===== config.mk =====
export PLATFORM = sky130hd
export DESIGN_NAME = dec_arbiter
export DESIGN_NICKNAME = d
export VERILOG_FILES = /design/src/rtl/dec_arbiter.sv
export SDC_FILE = /design/constraint.sdc
export NUM_CORES = 1
export LEC_CHECK = 0
export ABC_AREA = 1
export CORE_ASPECT_RATIO = 1.75
export CORE_MARGIN = 2
export CORE_UTILIZATION = 45
export DETAILED_ROUTE_END_ITERATION = 8
export PLACE_DENSITY_LB_ADDON = 0.3
export RECOVER_POWER = 50
export SETUP_SLACK_MARGIN = 0.5
export SLEW_MARGIN = 20
export SYNTH_ARGS = -nofsm -noshare
export SYNTH_HDL_FRONTEND = slang
export SYNTH_SLANG_ARGS = --single-unit
export TNS_END_PERCENT = 100

===== constraint.sdc =====
create_clock -name Clock -period 2 [get_ports Clock]
set_input_delay 0.5 -clock Clock [delete_from_list [all_inputs] [get_ports Clock]]
set_output_delay 0.5 -clock Clock [all_outputs]
set_load 0.01 [all_outputs]

===== src/rtl/dec_arbiter.sv =====
// dec_arbiter: round-robin arbiter that drives a 4-to-16 decoder's W/En for HOLD cycles per grant
module dec_arbiter #(
  parameter int HOLD = 4
) (
  input  logic       Clock,
  input  logic       Resetn,
  input  logic [3:0] Req,
  input  logic [3:0] Addr0,
  input  logic [3:0] Addr1,
  input  logic [3:0] Addr2,
  input  logic [3:0] Addr3,
  output logic [3:0] W,
  output logic       En,
  output logic [3:0] Gnt,
  output logic       Done
);
  typedef enum logic {IDLE, BUSY} state_t;
  localparam logic [3:0] HOLD_M1 = 4'(HOLD - 1);
  state_t     state_q, state_d;
  logic [1:0] ptr_q, ptr_d, win_q, win_d, pick, idx;
  logic [3:0] cnt_q, cnt_d, w_q, w_d, gnt_q, gnt_d, pick_addr;
  logic       en_q, en_d, done_q, done_d, found;
  // first requester found scanning from ptr upward, wrapping mod 4
  always_comb begin
    pick  = ptr_q;
    idx   = '0;
    found = 1'b0;
    for (int i = 0; i < 4; i++) begin
      idx = ptr_q + 2'(i);
      if (!found && Req[idx]) begin
        pick  = idx;
        found = 1'b1;
      end
    end
    pick_addr = pick == 2'd0 ? Addr0 : pick == 2'd1 ? Addr1 : pick == 2'd2 ? Addr2 : Addr3;
  end
  // grant on an idle edge, count the hold window down, release with one idle cycle after Done
  always_comb begin
    state_d = state_q;
    ptr_d   = ptr_q;
    win_d   = win_q;
    cnt_d   = cnt_q;
    w_d     = w_q;
    gnt_d   = gnt_q;
    en_d    = en_q;
    done_d  = done_q;
    if (state_q == IDLE) begin
      if (found) begin
        state_d = BUSY;
        win_d   = pick;
        gnt_d   = 4'b0001 << pick;
        w_d     = pick_addr;
        en_d    = 1'b1;
        cnt_d   = HOLD_M1;
        done_d  = HOLD_M1 == 4'd0;
      end
    end else if (cnt_q != 4'd0) begin
      cnt_d  = cnt_q - 4'd1;
      done_d = cnt_q == 4'd1;
    end else begin
      state_d = IDLE;
      en_d    = 1'b0;
      gnt_d   = 4'b0000;
      done_d  = 1'b0;
      ptr_d   = win_q + 2'd1;
    end
  end
  // state and registered outputs; reset cancels any grant in flight
  always_ff @(posedge Clock or negedge Resetn) begin
    if (!Resetn) begin
      state_q <= IDLE;
      ptr_q   <= '0;
      win_q   <= '0;
      cnt_q   <= '0;
      w_q     <= '0;
      gnt_q   <= '0;
      en_q    <= 1'b0;
      done_q  <= 1'b0;
    end else begin
      state_q <= state_d;
      ptr_q   <= ptr_d;
      win_q   <= win_d;
      cnt_q   <= cnt_d;
      w_q     <= w_d;
      gnt_q   <= gnt_d;
      en_q    <= en_d;
      done_q  <= done_d;
    end
  end
  assign W    = w_q;
  assign En   = en_q;
  assign Gnt  = gnt_q;
  assign Done = done_q;
endmodule


run_1/io_placement.png
Pins as bars across the die edge, other pins in grey.
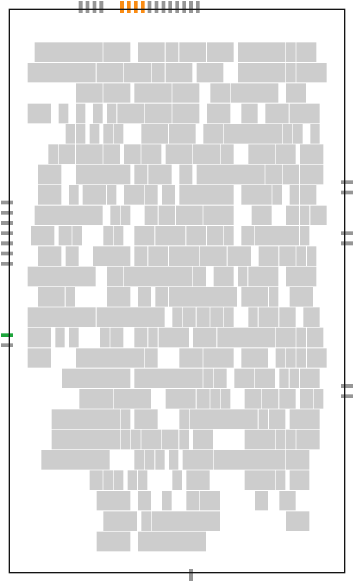
| port | colour | pins | direction | edge |
|---|---|---|---|---|
| En | green | 1 | output | left |
| Addr1 | orange | 4 | input | top |
chip height: 75 um
horizontal die size: 44.6 um
port bufs: 31

run_1/io_fan.png
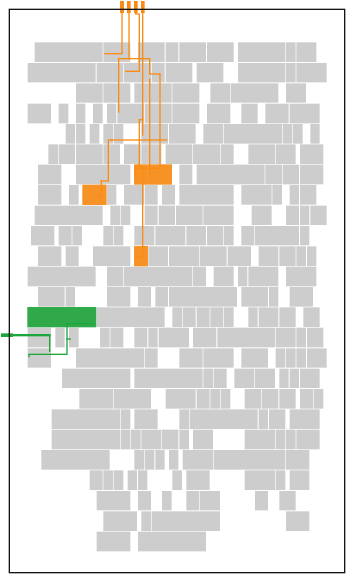
| port | colour | direction | end cells | buffers | wire |
|---|---|---|---|---|---|
| Addr1 | orange | input | 4 | 4 | 122 um |
| En | green | output | 1 | 1 | 20.7 um |
IO Count: 32

==> flow_summary.toml, run 1 <==
# generated from flow reports
[status]
status = "complete, but fails checks"
violations = "negative setup slack"

[clock_network]
numClockSinks = 19
cts-resized-gates = 57
clk_root_buffer_cell = "clkbuf_8"
clk_pin_slew_worst_setup_hold_paths_ps = 80
cts_hold_buf = 0
htree_levels = 1
cts_inserted_buffers = 3
cts_setup_buffers = 9
ctsLongestPathBuffers = 2

[yosys]
synth-async-reset-ratio_pct = 100
yosys-stat-area_sq_um = 1300
floorplan.nets = 206
syn_area_per_cell_sq_um = 7.16
syn_area_sq_um = 1300
synth.most_common_cell = "nand2_1"
synth-warning-count = 0
synth.cells.most_frequent = "63 x nand2_1, 29 x nand3_1, 19 x dfrtp_1, 13 x inv_1, 13 x nor2_1"
synth_seq_share_pct = 36.7
edf_count = 0
post_synth_num_cell_types = 24

[finish]
comb_area_sq_um = 930
regArea_sq_um = 477
seqAreaFraction_pct = 22.9
nNonClkBuffers = 56
layout_top_cells = "43 x nand2_1, 21 x buf_4, 19 x nand3_1"
area_delta_synth_final_pct = 60.6
antenna_cells = 0
multiInputCombCellCount = 140
comb-cell-share_pct = 44.7
layout-drive-gt1-share_pct = 36.0
layout.nonclk_buf_share_pct = 23.4
leading_cell_category_by_total_area = "multi-input combinational cells"
stdcell_count = 266
area_share_clock_buf_inv_pct = 2.34
filler_cell_count = 201
non_clock_inverter_count = 20

[critical_path]
crit_path_max_incr_delay_ps = 460
critical_path.most_common_cell = "nand2_4"
critical_path.max_fanout = 6
critPathArrivalTime_ps = 2190
worstSetupStartpoint = "ptr_q[0]$_DFFE_PN0P_"
path_class = "reg -> reg"
worst_r2r_src = "ptr_q[0]$_DFFE_PN0P_"
endpoint_kind = "register"
worst_path_dominant_cell_family = "simple AND/OR/NAND/NOR gates"
path_buffers = 3
timing.critical_path.slowest_stage_cell = "dfrtp_2"

[pwr]
powerDensity_nw_per_um2 = 1960
design_power_total_uw = 4080

[floorplanning]
taps = 27
fp.coreArea_sq_um = 2720
chipArea_sq_um = 3340
initial_utilization_pct = 47.6

[drt]
drt-initial-drc-count = 36
route.met2.wl_mm = 2.51
topRoutingLayerUsed = "met4"
routed_vias = 1446
drt-met1-wl_mm = 1.41

[min_path]
hold-path-cell-count = 2
min_from = "W[1]$_DFFE_PN0P_"

[flow_run]
tool_warning_count = 31

[grt]
grt_first_pass_wirelength_mm = 6.19
overflow_left_after_global_routing = 0
antenna_found_initial = 0
grt_pass1_vias = 1431
largest_net_degree_at_the_start_of_global_routing = 20

[sta]
fmaxAchievable_mhz = 495
rsz0062_at_grt = "true"
post-route-min-period_ps = 2020
setup_viol = 3
setup-tns-final_ps = -50.5
post-route-worst-setup-slack_ps = -21.7
report.final.hold_viol_count = 0
worst_slew_margin_rel_pct = 30.4

[placed_design]
finalWeightedCongestion = 0.860
place.detailed.hpwl_mm = 2.70
dp.cells = 246
run_1/clk_routes.png
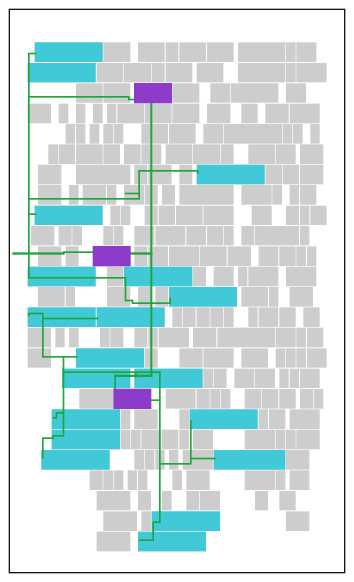
[clock drivers] purple | count: 3
[flip-flops] cyan | count: 19
[clock wires] green | length: 259 um
routed clock nets: 4
Clk power: 289 uW
Clock Latency Late Sink: 270 ps
share of total power in the clock network: 7.1%

[run 1: power by group]
| group | leakage, uW | switching, uW | internal (uW) |
|---|---|---|---|
| Combinational | 0.000791 | 1820 | 1290 |
| Clock | 0.0000217 | 147 | 141 |
| Sequential | 0.000234 | 131 | 555 |
| Total | 0.00105 | 2100 | 1990 |
[run 1: cell families (layout without fill, tap and decap cells)]
group	Yosys count	in the layout	share of synthesized area, %
compound gates	15	15	6.27
xor+xnor	3	3	2.03
fa+ha+maj	3	3	2.90
buf+inv	22	80	8.69
flops	19	19	36.7
simple gates	119	119	43.4
## Run 2: what changed since run 1
==> constraint.sdc (replaced) <==
create_clock -name Clock -period 2 [get_ports Clock]
set_input_delay 0.2 -clock Clock [delete_from_list [all_inputs] [get_ports Clock]]
set_output_delay 0.2 -clock Clock [all_outputs]
set_load 0.01 [all_outputs]
run_2/io_fan.png
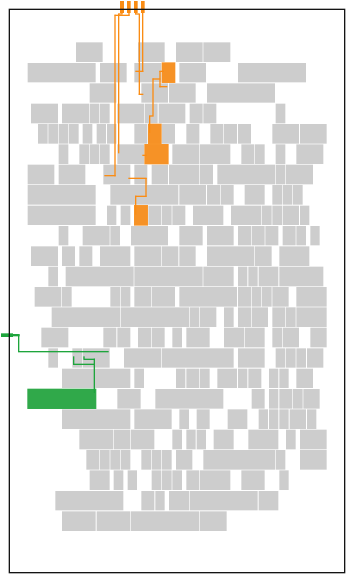
| port | colour | direction | end cells | buffers | wire |
|---|---|---|---|---|---|
| En | green | output | 1 | 1 | 24.8 um |
| Addr1 | orange | input | 4 | 4 | 86.0 um |

==> run 2 against run 1 <==
Effect of this change: the flow now finishes without violations; utilization decreased by 7.4 points; synthesized area unchanged; sequential power increased by 0.7%; non-clock buffer count decreased by 12; critical endpoint is now W[0]$_DFFE_PN0P_.
==> flow_summary.toml, run 2 <==
# generated from flow reports
[sta]
rsz0062_at_grt = "true"
setup_viol = 0
worst_slew_margin_rel_pct = 29.0
post-route-worst-setup-slack_ps = 6.91
fmaxAchievable_mhz = 502
post-route-min-period_ps = 1990
setup-tns-final_ps = 0

[finish]
comb_area_sq_um = 811
area_delta_synth_final_pct = 45.1
antenna_cells = 0
layout-drive-gt1-share_pct = 25.0
regArea_sq_um = 478
stdcell_count = 255
area_share_clock_buf_inv_pct = 2.46
multiInputCombCellCount = 140
non_clock_inverter_count = 21
layout.nonclk_buf_share_pct = 21.8
leading_cell_category_by_total_area = "multi-input combinational cells"
comb-cell-share_pct = 43.1

[grt]
antenna_found_initial = 0
grt_first_pass_wirelength_mm = 5.25
overflow_left_after_global_routing = 0
largest_net_degree_at_the_start_of_global_routing = 20

[pwr]
design_power_total_uw = 3440
sequentialPowerShare_pct = 20.1
cellInternalPower_uw = 1690
net-switching-power_uw = 1750
swShare_pct = 50.9
comb_pwr_uw = 2480
powerDensity_nw_per_um2 = 1830

[floorplanning]
fp.coreArea_sq_um = 2720
chipArea_sq_um = 3340
initial_utilization_pct = 47.6
floorplan.die.width_um = 44.6
taps = 27

[drt]
drt-met1-wl_mm = 1.35
drt-initial-drc-count = 39
routed_vias = 1349
route.met2.wl_mm = 2.05

[critical_path]
worst_r2r_src = "ptr_q[0]$_DFFE_PN0P_"
endpoint_kind = "register"
worstSetupStartpoint = "ptr_q[0]$_DFFE_PN0P_"
critPathArrivalTime_ps = 2150
path_buffers = 3
critical_path.max_fanout = 7

[yosys]
synth-warning-count = 0
synth-async-reset-ratio_pct = 100
synth_seq_share_pct = 36.7
edf_count = 0
syn_area_sq_um = 1300
post_synth_num_cell_types = 24

[flow_run]
tool_warning_count = 31

[clock_network]
cts_setup_buffers = 6
numClockSinks = 19
clk_root_buffer_cell = "clkbuf_8"
cts_hold_buf = 0
clock_insertion_delay_worst_skew_ps = 260
cts_inserted_buffers = 3
cts-resized-gates = 11
clk_pin_slew_worst_setup_hold_paths_ps = 70

[status]
status = "finished clean"

[placed_design]
numPortBuffers = 31

[min_path]
hold-path-cell-count = 2
[run 2: worst reg2reg max path: stages, from the launching register on]
cell      delay [ps]
dfrtp_2          450
buf_2            170
nand2_1           80
nand3_1          100
nand2_2          120
nand3_1          120
nand2_1          110
clkinv_2          90
nand2_2           70
nand2_2           70
nand2_4          110
inv_4             60
o21ai_1           80
nand3_1          120
nand2_1           70
nand2_1           50
[run 2: kinds of logic (layout without fill, tap and decap cells)]
family,count (synthesis),after routing,synth area share [%]
AND-OR/OR-AND,15,15,6.27
XOR/XNOR,3,3,2.03
adder cells (fa/ha/maj),3,3,2.90
buffers and inverters,22,69,8.69
flip-flops,19,19,36.7
AND/OR/NAND/NOR,119,119,43.4
Power and IR drop assume default switching activity.
